`src/rtl/sevenseg_bcd_display_seq.sv`:
```
// N-digit seven-segment driver: valid/ready capture, windowed refresh, sequential double-dabble; tick->display in VALUE_W+2 cycles.
// Ready only in IDLE/WAIT (beats dropped while converting). Optional build macro SEVENSEG_PEAK_HOLD_EN keeps the window's maximum.
module sevenseg_bcd_display_seq #(
   parameter int VALUE_W       = 16,
   parameter int NUM_DIGITS    = 4,
   parameter int UPDATE_CYCLES = 12_500_000,
   parameter int ACTIVE_LOW    = 1,
   parameter int BLANK_LZ      = 1
) (
   input  logic                    clk,
   input  logic                    rst_n,
   input  logic                    value_valid,
   input  logic [VALUE_W-1:0]      value,
   output logic                    value_ready,
   output logic [7*NUM_DIGITS-1:0] hex_out,
   output logic                    overflow,
   output logic                    display_update
);

   // ceil(VALUE_W*log10(2)) + 1 digits, widened so every displayed digit exists in the accumulator
   localparam int CALC_DIGITS = (VALUE_W * 30103 + 99999) / 100000 + 1;
   localparam int ACC_DIGITS  = (CALC_DIGITS > NUM_DIGITS) ? CALC_DIGITS : NUM_DIGITS;
   localparam int ACC_W       = 4 * ACC_DIGITS;
   localparam int TMR_W       = (UPDATE_CYCLES > 1) ? $clog2(UPDATE_CYCLES) : 1;
   localparam int CNT_W       = $clog2(VALUE_W + 1);

   localparam logic [6:0] SEG_BLANK = 7'h7F;
   localparam logic [6:0] SEG_DASH  = 7'h3F;
   localparam logic [6:0] POL_MASK  = (ACTIVE_LOW != 0) ? 7'h00 : 7'h7F;
   localparam logic [7*NUM_DIGITS-1:0] HEX_RST = {NUM_DIGITS{SEG_BLANK ^ POL_MASK}};

   typedef enum logic [1:0] {
      S_IDLE,
      S_WAIT,
      S_CONVERT,
      S_LOAD
   } state_t;

   state_t                  state_q, state_d;
   logic [TMR_W-1:0]        timer_q, timer_d;
   logic [VALUE_W-1:0]      sample_q, sample_d, sample_nxt;
   logic [VALUE_W-1:0]      shift_q, shift_d;
   logic [ACC_W-1:0]        bcd_q, bcd_d, bcd_adj;
   logic [CNT_W-1:0]        cnt_q, cnt_d;
   logic [7*NUM_DIGITS-1:0] hex_q, hex_d, hex_nxt;
   logic                    ovf_q, ovf_d, ovf_nxt;
   logic                    upd_q, upd_d;
   logic                    tick;
   logic                    accept;

   function automatic logic [6:0] seg_raw(input logic [3:0] d);
      case (d)
         4'd0:    seg_raw = 7'b1000000;
         4'd1:    seg_raw = 7'b1111001;
         4'd2:    seg_raw = 7'b0100100;
         4'd3:    seg_raw = 7'b0110000;
         4'd4:    seg_raw = 7'b0011001;
         4'd5:    seg_raw = 7'b0010010;
         4'd6:    seg_raw = 7'b0000010;
         4'd7:    seg_raw = 7'b1111000;
         4'd8:    seg_raw = 7'b0000000;
         4'd9:    seg_raw = 7'b0010000;
         default: seg_raw = SEG_BLANK;
      endcase
   endfunction

   assign tick        = (timer_q == TMR_W'(UPDATE_CYCLES - 1));
   assign timer_d     = tick ? '0 : timer_q + 1'b1;
   assign value_ready = rst_n && ((state_q == S_IDLE) || (state_q == S_WAIT));
   assign accept      = value_valid && value_ready;

`ifdef SEVENSEG_PEAK_HOLD_EN
   assign sample_nxt = (accept && (value > sample_q)) ? value : sample_q;
`else
   assign sample_nxt = accept ? value : sample_q;
`endif

   always_comb begin
      bcd_adj = bcd_q;
      for (int i = 0; i < ACC_DIGITS; i++) begin
         if (bcd_q[4*i +: 4] >= 4'd5) begin
            bcd_adj[4*i +: 4] = bcd_q[4*i +: 4] + 4'd3;
         end
      end
   end

   // Overflow forces dashes; otherwise blank every digit above the leading nonzero one
   always_comb begin
      logic       seen;
      logic [3:0] nib;
      logic [6:0] raw;
      ovf_nxt = 1'b0;
      hex_nxt = '0;
      seen    = 1'b0;
      nib     = '0;
      raw     = SEG_BLANK;
      for (int i = NUM_DIGITS; i < ACC_DIGITS; i++) begin
         if (bcd_q[4*i +: 4] != 4'd0) begin
            ovf_nxt = 1'b1;
         end
      end
      for (int k = NUM_DIGITS - 1; k >= 0; k--) begin
         nib = bcd_q[4*k +: 4];
         if (nib != 4'd0) begin
            seen = 1'b1;
         end
         if (ovf_nxt) begin
            raw = SEG_DASH;
         end else if ((BLANK_LZ != 0) && !seen && (k != 0)) begin
            raw = SEG_BLANK;
         end else begin
            raw = seg_raw(nib);
         end
         hex_nxt[7*k +: 7] = raw ^ POL_MASK;
      end
   end

   always_comb begin
      state_d  = state_q;
      sample_d = sample_q;
      shift_d  = shift_q;
      bcd_d    = bcd_q;
      cnt_d    = cnt_q;
      hex_d    = hex_q;
      ovf_d    = ovf_q;
      upd_d    = 1'b0;
      case (state_q)
         S_IDLE: begin
            if (accept) begin
               sample_d = value;
               state_d  = S_WAIT;
            end
         end
         S_WAIT: begin
            if (tick) begin
               shift_d  = sample_nxt;
               sample_d = '0;
               bcd_d    = '0;
               cnt_d    = '0;
               state_d  = S_CONVERT;
            end else begin
               sample_d = sample_nxt;
            end
         end
         S_CONVERT: begin
            bcd_d   = {bcd_adj[ACC_W-2:0], shift_q[VALUE_W-1]};
            shift_d = shift_q << 1;
            cnt_d   = cnt_q + 1'b1;
            if (cnt_q == CNT_W'(VALUE_W - 1)) begin
               state_d = S_LOAD;
            end
         end
         S_LOAD: begin
            hex_d   = hex_nxt;
            ovf_d   = ovf_nxt;
            upd_d   = 1'b1;
            state_d = S_IDLE;
         end
         default: state_d = S_IDLE;
      endcase
   end

   always_ff @(posedge clk or negedge rst_n) begin
      if (!rst_n) begin
         state_q  <= S_IDLE;
         timer_q  <= '0;
         sample_q <= '0;
         shift_q  <= '0;
         bcd_q    <= '0;
         cnt_q    <= '0;
         hex_q    <= HEX_RST;
         ovf_q    <= 1'b0;
         upd_q    <= 1'b0;
      end else begin
         state_q  <= state_d;
         timer_q  <= timer_d;
         sample_q <= sample_d;
         shift_q  <= shift_d;
         bcd_q    <= bcd_d;
         cnt_q    <= cnt_d;
         hex_q    <= hex_d;
         ovf_q    <= ovf_d;
         upd_q    <= upd_d;
      end
   end

   assign hex_out        = hex_q;
   assign overflow       = ovf_q;
   assign display_update = upd_q;

endmodule
```
`config.mk`:
```
export PLATFORM = sky130hd
export DESIGN_NAME = sevenseg_bcd_display_seq
export DESIGN_NICKNAME = d
export VERILOG_FILES = /design/src/rtl/sevenseg_bcd_display_seq.sv
export SDC_FILE = /design/constraint.sdc
export NUM_CORES = 1
export LEC_CHECK = 0
export CORE_ASPECT_RATIO = 0.5
export CORE_UTILIZATION = 25
export DETAILED_ROUTE_END_ITERATION = 8
export DONT_BUFFER_PORTS = 1
export GPL_TIMING_DRIVEN = 0
export HOLD_SLACK_MARGIN = 0.1
export MAX_ROUTING_LAYER = met4
export PLACE_DENSITY = 0.44
export SLEW_MARGIN = 30
export SYNTH_ARGS = -nofsm -noshare
export SYNTH_HDL_FRONTEND = slang
export SYNTH_SLANG_ARGS = --single-unit
```
`constraint.sdc`:
```
create_clock -name clk -period 4.9 [get_ports clk]
set_clock_uncertainty 0.05 [all_clocks]
set_input_delay 0.98 -clock clk [delete_from_list [all_inputs] [get_ports clk]]
set_output_delay 0.98 -clock clk [all_outputs]
set_load 0.1 [all_outputs]
```
==> run summary <==
Main metrics from the flow reports.

The run finished with clean final reports. The number of nets with antenna violations after routing is 0. The synthesized netlist net count is 788. The synthesized netlist occupies a cell area of 6820 um^2. The highest attainable clock frequency is 0.320 GHz.

The clock input transition at the sequential cells of the worst setup and hold paths is 60 ps. The path class of the tightest hold or removal check is in2async. The post-synthesis sequential area ratio came out at 43.4%. The peak per-stage delay on the critical path is 570 ps. The via density per instance came out at 4.80.

The worst vdd rail ir drop is 0.171 mV. STA classifies the critical path startpoint as a register. The residual DRC count is 0.

The global routing report lists combined usage of all routing layers as 14.3%. The area of the die came out at 28,000 um^2. The depth of the critical timing path with buffers and inverters included came out at 10. The worst setup path is captured at a register. The final tally of setup violations is 0.

The first global-routing pass estimated 30,300 um of wire. Per the final layout report, the fraction of cells sized above drive strength 1 comes to 12.1%. The stat command in Yosys gives a chip area of 6820 um^2. Per the synth stats, the proportion of register bits with asynchronous set or reset is 100%. The top cell type by instance count after synthesis is dfrtp_1. The number of detailed-route iterations in the first pass is 5.
flip-flops by register name, indices dropped and copies added, names as in the netlist:
signal,flops
cnt_q,5
state_q,2
hex_out,28
timer_q,24
overflow,1
shift_q,16
bcd_q,24
display_update,1
sample_q,16
layout make-up:
type                    count  share of cell area [%]
flip-flops and latches    117                    37.5
diodes                      3                  0.0949
clock inverters             8                    1.49
plain buffers              46                    2.39
multi-input cells         540                    44.9
inverters                  31                    1.47
well taps                 352                    5.57
clock buffers              24                    6.59
cells in the final DEF, fill, tap and decap left out, types with 13 or more instances in the layout:
master	n
dfrtp_1	89
nor2_1	77
nand3_1	68
a21oi_1	59
o21ai_0	45
nand2_1	42
mux2i_1	35
ha_1	35
inv_1	31
clkbuf_1	31
dfstp_2	28
o2bb2ai_1	18
mux2_2	17
clkbuf_16	17
xnor2_1	16
xor2_1	13
cell families after synthesis:
family	after synthesis	share of synthesized area, %
AOI/OAI and AO/OA	173	16.0
xor gates and xnor gates	29	3.72
adders and majority gates	35	6.42
buffers and inverters	77	4.47
DFF	117	43.4
muxes	52	7.94
and+or+nand+nor	251	18.0
stage by stage:
step	total power [W]	hold WS [ps]	instance area, um^2	std cells	setup WS (ps)
floorplan	0.00107	409	6820	734	1970
global placement	0.00108	443	7260	1086	1400
detailed placement	0.00108	445	7260	1086	1750
CTS	0.00245	174	7900	1118	1750
global route	0.00251	173	7910	1121	1650
finish	0.00241	199	7910	1121	1780
routing by layer:
| metal | vias up | track usage (%) | wire, um |
|---|---|---|---|
| li1 | 2663 | - | - |
| met4 | 0 | 4.74 | 148 |
| met1 | 2634 | 18.3 | 8880 |
| met5 | - | - | 0 |
| met3 | 9 | 3.41 | 762 |
| met2 | 75 | 22.1 | 8330 |
worst paths after layout:
path                                        start                       to
setup / recovery           state_q[1]$_DFFE_PN0P_   state_q[1]$_DFFE_PN0P_
hold / removal                              rst_n     bcd_q[3]$_DFFE_PN0P_
setup reg to reg           state_q[1]$_DFFE_PN0P_   state_q[1]$_DFFE_PN0P_
hold reg to reg              timer_q[0]$_DFF_PN0_     timer_q[0]$_DFF_PN0_
max in group asynchronous                   rst_n  hex_out[12]$_DFFE_PN1P_
min in group clk             timer_q[0]$_DFF_PN0_     timer_q[0]$_DFF_PN0_
where the power goes:
group | internal, W | switching [W]
Clock | 0.000891 | 0.000458
Sequential | 0.000987 | 0.00000887
Combinational | 0.0000338 | 0.0000344
Total | 0.00191 | 0.000501
Figure 1. M1 wires.
Drawn at 3 px/um. Supply wires on this layer in gray. Cells faint in the background.
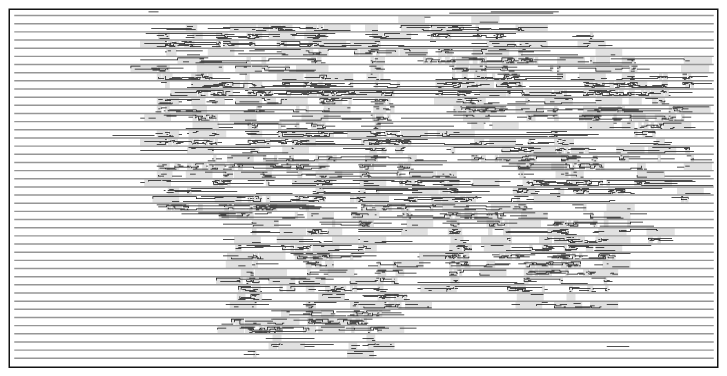
share of all routed wire: 49%
wire length on this layer: 8,880 um
nets with wire on the layer: 755
longest straight run: 66.7 um

Figure 2. Cell density map.
Drawn at 2 px/um. 24 x 12 tiles, from dark blue (low) to red (high), 0 to 100% covered.
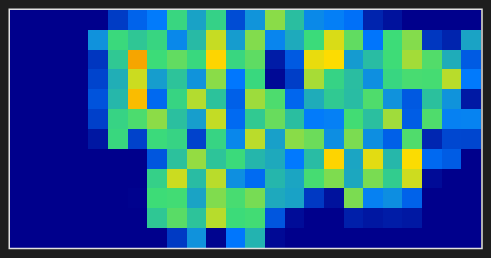
fullest tile: 81%
mean over tiles: 27%
tiles over 75% full: 1.4%
emptiest ninth of the die: bottom left
Starting Density: 25.6%
final core utilization: 29.7%
core region area: 26,600 um^2

Power is estimated from default activity; no workload was simulated.
